<file path="config.mk">
export PLATFORM = sky130hd
export DESIGN_NAME = fb_reader
export DESIGN_NICKNAME = d
export VERILOG_FILES = /design/src/rtl/fb_pkg.sv /design/src/rtl/fb_skid_fifo.sv /design/src/rtl/fb_reader.sv
export SDC_FILE = /design/constraint.sdc
export NUM_CORES = 1
export LEC_CHECK = 0
export CORE_MARGIN = 4
export CORE_UTILIZATION = 34
export CTS_CLUSTER_SIZE = 40
export DETAILED_ROUTE_END_ITERATION = 8
export GPL_ROUTABILITY_DRIVEN = 0
export MAX_ROUTING_LAYER = met4
export PLACE_DENSITY = 0.53
export SYNTH_ARGS = -nofsm -noshare
export SYNTH_HDL_FRONTEND = slang
export SYNTH_SLANG_ARGS = --single-unit
</file>
<file path="constraint.sdc">
create_clock -name clk -period 5 [get_ports clk]
set_input_delay 0.5 -clock clk [delete_from_list [all_inputs] [get_ports clk]]
set_output_delay 0.5 -clock clk [all_outputs]
set_load 0.01 [all_outputs]
</file>
<file path="src/rtl/fb_pkg.sv">
// Shared widths, default frame geometry and FSM state encoding for the framebuffer reader.
package fb_pkg;
  localparam int ADDR_W    = 16;
  localparam int PIX_W     = 2;
  localparam int FLAG_W    = 3;
  localparam int ENTRY_W   = PIX_W + FLAG_W;
  localparam int H_DEFAULT = 256;
  localparam int V_DEFAULT = 256;

  typedef enum logic [1:0] {
    IDLE  = 2'd0,
    RUN   = 2'd1,
    DRAIN = 2'd2
  } state_t;
endpackage

</file>
<file path="src/rtl/fb_skid_fifo.sv">
// Two-entry FIFO holding pixel data plus sof/eol/eof; head is zero whenever empty.
module fb_skid_fifo
  import fb_pkg::*;
(
  input  logic               i_clk,
  input  logic               i_reset,
  input  logic               i_push,
  input  logic [ENTRY_W-1:0] i_data,
  input  logic               i_pop,
  output logic [ENTRY_W-1:0] o_head,
  output logic               o_valid,
  output logic [1:0]         o_count
);
  logic [ENTRY_W-1:0] r_mem [2];
  logic               r_wr_ptr;
  logic               r_rd_ptr;
  logic [1:0]         r_count;
  logic               w_pop;

  assign o_valid = (r_count != 2'd0);
  assign o_count = r_count;
  assign w_pop   = i_pop & o_valid;
  assign o_head  = o_valid ? r_mem[r_rd_ptr] : '0;

  always_ff @(posedge i_clk) begin
    if (i_reset) begin
      r_mem[0] <= '0;
      r_mem[1] <= '0;
      r_wr_ptr <= 1'b0;
      r_rd_ptr <= 1'b0;
      r_count  <= 2'd0;
    end else begin
      if (i_push) begin
        r_mem[r_wr_ptr] <= i_data;
        r_wr_ptr        <= ~r_wr_ptr;
      end
      if (w_pop) r_rd_ptr <= ~r_rd_ptr;
      // simultaneous push and pop leaves the occupancy unchanged
      case ({i_push, w_pop})
        2'b10:   r_count <= r_count + 2'd1;
        2'b01:   r_count <= r_count - 2'd1;
        default: r_count <= r_count;
      endcase
    end
  end
endmodule

</file>
<file path="src/rtl/fb_reader.sv">
// Raster-order framebuffer reader: issues 1-clk-latency reads and streams pixels with sideband flags.
//   state | meaning
//   IDLE  | waiting for start, no reads
//   RUN   | issuing reads while the FIFO has room
//   DRAIN | all reads issued, waiting for FIFO and in-flight read to empty
module fb_reader
  import fb_pkg::*;
#(
  parameter int unsigned       H_ACTIVE   = H_DEFAULT,
  parameter int unsigned       V_ACTIVE   = V_DEFAULT,
  parameter logic [ADDR_W-1:0] BASE_ADDR  = 16'h0000,
  parameter bit                CONTINUOUS = 1'b0
) (
  input  logic              clk,
  input  logic              reset,
  input  logic              start,
  output logic              busy,
  output logic              frame_done,
  output logic [ADDR_W-1:0] rd_addr,
  output logic              rd_ce,
  input  logic [PIX_W-1:0]  rd_data,
  output logic [PIX_W-1:0]  pix_data,
  output logic              pix_valid,
  input  logic              pix_ready,
  output logic              pix_sof,
  output logic              pix_eol,
  output logic              pix_eof
);
  localparam logic [ADDR_W-1:0] X_LAST = ADDR_W'(H_ACTIVE - 1);
  localparam logic [ADDR_W-1:0] Y_LAST = ADDR_W'(V_ACTIVE - 1);

  state_t              r_state;
  state_t              w_state_nxt;
  logic [ADDR_W-1:0]   r_x;
  logic [ADDR_W-1:0]   r_y;
  logic [ADDR_W-1:0]   r_addr;
  logic                r_inflight;
  logic [FLAG_W-1:0]   r_if_flags;
  logic                w_issue;
  logic                w_room;
  logic                w_last;
  logic                w_pop;
  logic                w_fifo_valid;
  logic [1:0]          w_fifo_count;
  logic [ENTRY_W-1:0]  w_head;

  assign w_pop  = w_fifo_valid & pix_ready;
  assign w_last = (r_x == X_LAST) && (r_y == Y_LAST);
  // occupancy after this cycle's pop, including the read already in flight, must stay below 2
  assign w_room = ({1'b0, w_fifo_count} + {2'b00, r_inflight}) < (3'd2 + {2'b00, w_pop});

  always_ff @(posedge clk) begin
    if (reset) r_state <= IDLE;
    else       r_state <= w_state_nxt;
  end

  always_comb begin
    w_state_nxt = r_state;
    w_issue     = 1'b0;
    busy        = 1'b1;
    frame_done  = 1'b0;
    case (r_state)
      IDLE: begin
        busy = 1'b0;
        if (start) w_state_nxt = RUN;
      end
      RUN: begin
        w_issue = w_room;
        if (w_issue && w_last) w_state_nxt = DRAIN;
      end
      DRAIN: begin
        if ((w_fifo_count == 2'd0) && !r_inflight) begin
          frame_done  = 1'b1;
          w_state_nxt = CONTINUOUS ? RUN : IDLE;
        end
      end
      default: w_state_nxt = IDLE;
    endcase
  end

  always_ff @(posedge clk) begin
    if (reset) begin
      r_x        <= '0;
      r_y        <= '0;
      r_addr     <= BASE_ADDR;
      r_inflight <= 1'b0;
      r_if_flags <= '0;
    end else begin
      r_inflight <= w_issue;
      if (w_issue) begin
        r_if_flags <= {(r_x == '0) && (r_y == '0), r_x == X_LAST, w_last};
        if (w_last) begin
          r_x    <= '0;
          r_y    <= '0;
          r_addr <= BASE_ADDR;
        end else begin
          r_addr <= r_addr + 1'b1;
          if (r_x == X_LAST) begin
            r_x <= '0;
            r_y <= r_y + 1'b1;
          end else begin
            r_x <= r_x + 1'b1;
          end
        end
      end
    end
  end

  fb_skid_fifo u_fifo (
    .i_clk   (clk),
    .i_reset (reset),
    .i_push  (r_inflight),
    .i_data  ({rd_data, r_if_flags}),
    .i_pop   (pix_ready),
    .o_head  (w_head),
    .o_valid (w_fifo_valid),
    .o_count (w_fifo_count)
  );

  assign rd_ce     = w_issue;
  assign rd_addr   = r_addr;
  assign pix_valid = w_fifo_valid;
  assign pix_data  = w_head[ENTRY_W-1:FLAG_W];
  assign pix_sof   = w_head[2];
  assign pix_eol   = w_head[1];
  assign pix_eof   = w_head[0];
endmodule

</file>
Cells coloured by class:
Fill, decap, tap and diode cells in grey.
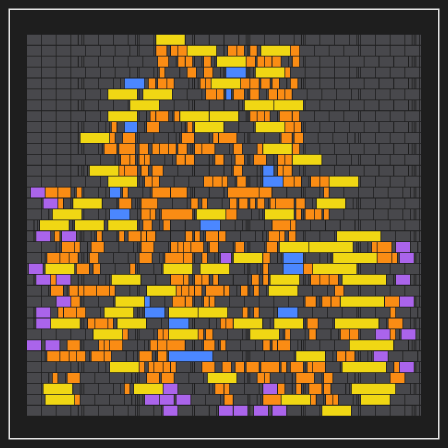
colour	class	cells	share of their area
orange	all other logic	289	47%
yellow	flip-flops	69	39%
blue	clock drivers and dummy loads	16	5.3%
purple	other buffers and delay cells	31	8.2%
Core ar.: 9370 µm²
flop share of the area: 0.378
FP Rows: 35
post-route cell area: 3920 µm²
Final Util: 0.418

Signal metal coverage by tile:
Scale bar: 20 µm. 21 x 21 tiles, from black (low) to pale yellow (high), scaled to the fullest tile. Values are wire area over tile area, all layers added.
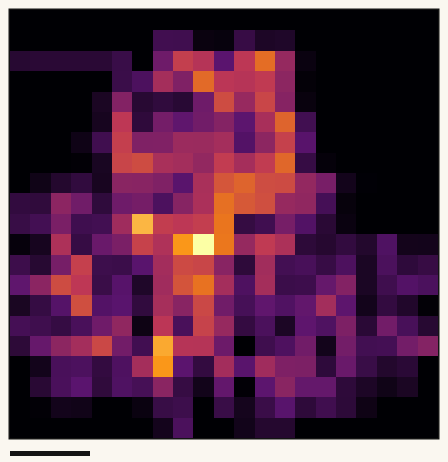
fullest tile	0.51
densest ninth of the die	centre
emptiest ninth of the die	upper right
nearly empty tiles	32%
mean over tiles	0.10
tiles over half the peak	9.8%
vias: 2714
DR WL/cell: 13.5 µm
final wirelength: 7210 µm
GR Util All Layers: 0.139

Placement view:
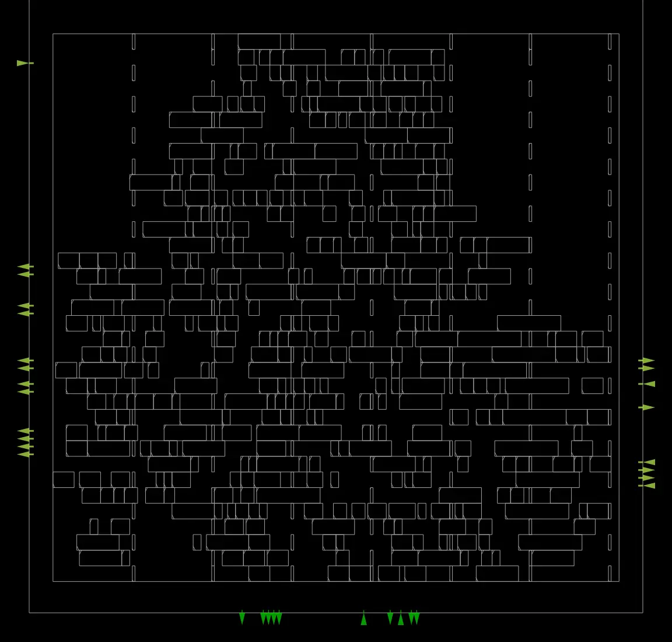
flop count: 69
Tap Count: 129

==> qor.yml <==
status: "finished clean"
buffers: 31
crit_path_start: "u_fifo.o_count[0]"
reg2reg_setup_slack_ns: 1.92
final_max_slew_viol_count: 0
finalClockPeriodUsage: 0.740
diodes: 0
fp_util: 0.354
area_growth_pct: 18.3
largest_area_cell: "dfxtp_1"
grt_util_met2: 0.207
min_from: "r_if_flags[2]"
fmax_mhz: 270
ios: 31
whs_path_depth: 2
topCombFamilyByArea: "simple AND/OR/NAND/NOR gates"
multiInputCombCellCount: 278
yosys-stat-area_um2: 3310
critPathMaxFanout: 12
synth_area_per_cell_um2: 8.93
ir_drop_mv: 0.154
yosys_cells: 371
hold_buffers: 0
final_hold_viol_count: 0
slowest_stage: "nor2_1"
holdWs_ns: 0.479
required_ns: 4.50
edf_count: 10
hold_path.class: "reg -> reg"
synth_warnings: 0
chip_area_um2: 11400
first_pass_iters: 5
path_cells: "ha_1, ha_1, nand2b_1, nor2_1, nand2_1, clkinv_1, clkdlybuf4s50_1"
num-nets-final: 414
xor_share: 0.0899
cts_tree: "yes"
clock_tree.htree_level_count: 3
seq_area_um2: 1480
grt_setup_unrepaired: "no"
grt_pass1_vias: 2553
largest_class: "multi-input combinational cells"
post_cts_buffers: 0
fill_cells: 962
die_h_um: 107
end_kind: "primary output"
arrival_ns: 3.20
busiest_layer: "met2"
cts.repair.resized: 0
cts_made_buffers: 9
synth_flop_count: 69
yosys.area.top_type_share: 0.356
simple_gate_share: 0.319
warning_count: 28
start_kind: "flop"
==> flip-flops by register name, summed over array words and instances (netlist names), 2 cells and up, named ones only <==
| register | count |
|---|---|
| u_fifo.o_count | 2 |
| u_fifo.r_mem | 10 |
| rd_addr | 16 |
| r_x | 16 |
| r_state | 2 |
| r_y | 16 |
| r_if_flags | 3 |
==> cell usage in the layout (no fill, tap or decap), types with 2 or more instances in the layout <==
master and n:
and2_1 11, clkinv_1 3, xnor2_1 5, clkinvlp_4 2, ha_1 8, nand2_1 23
or3_1 12, nor4_4 2, nor2_1 50, and4_1 3, or4_4 3, edfxtp_1 10
mux2i_1 5, nand4b_1 4, a21oi_1 23, xor2_1 29, nand3b_1 3, clkdlybuf4s50_1 30
dfxtp_1 59, o31ai_1 2, or4_1 4, o21ai_0 13, nand2b_1 2, nand3_1 20
or2_2 2, nor3_1 6, inv_1 10, clkbuf_8 10, and3_1 11, nand4_1 20
nor4_1 8
==> per-layer routing <==
layer / wire length, µm / part of all wire
met1: 3440 / 0.48
met3: 315 / 0.044
met2: 3310 / 0.46
met4: 145 / 0.020
met5: 0 / 0
==> report_power, final <==
part | total (mW) | switching [mW] | internal [mW]
Combinational | 0.192 | 0.108 | 0.0836
Sequential | 0.615 | 0.0280 | 0.587
Clock | 0.457 | 0.215 | 0.242
Total | 1.26 | 0.352 | 0.913
==> through the flow <==
stage                     instances  worst slack (ns)  power (mW)
after global placement          518              1.66       0.819
after global routing            534              1.08        1.33
final                           534              1.30        1.26
after detailed placement        518              1.57       0.823
after floorplan                 371              2.80       0.750
after CTS                       534              1.25        1.29
==> worst max-delay path: cells and delay by family, from the launching register on <==
kind / cells / cell delay [ns]
fa+ha+maj: 2 / 0.39
buf+inv: 2 / 0.85
flops: 1 / 0.36
simple gates: 3 / 1.25
No activity file was given, so power comes from the tool's default toggle rates.
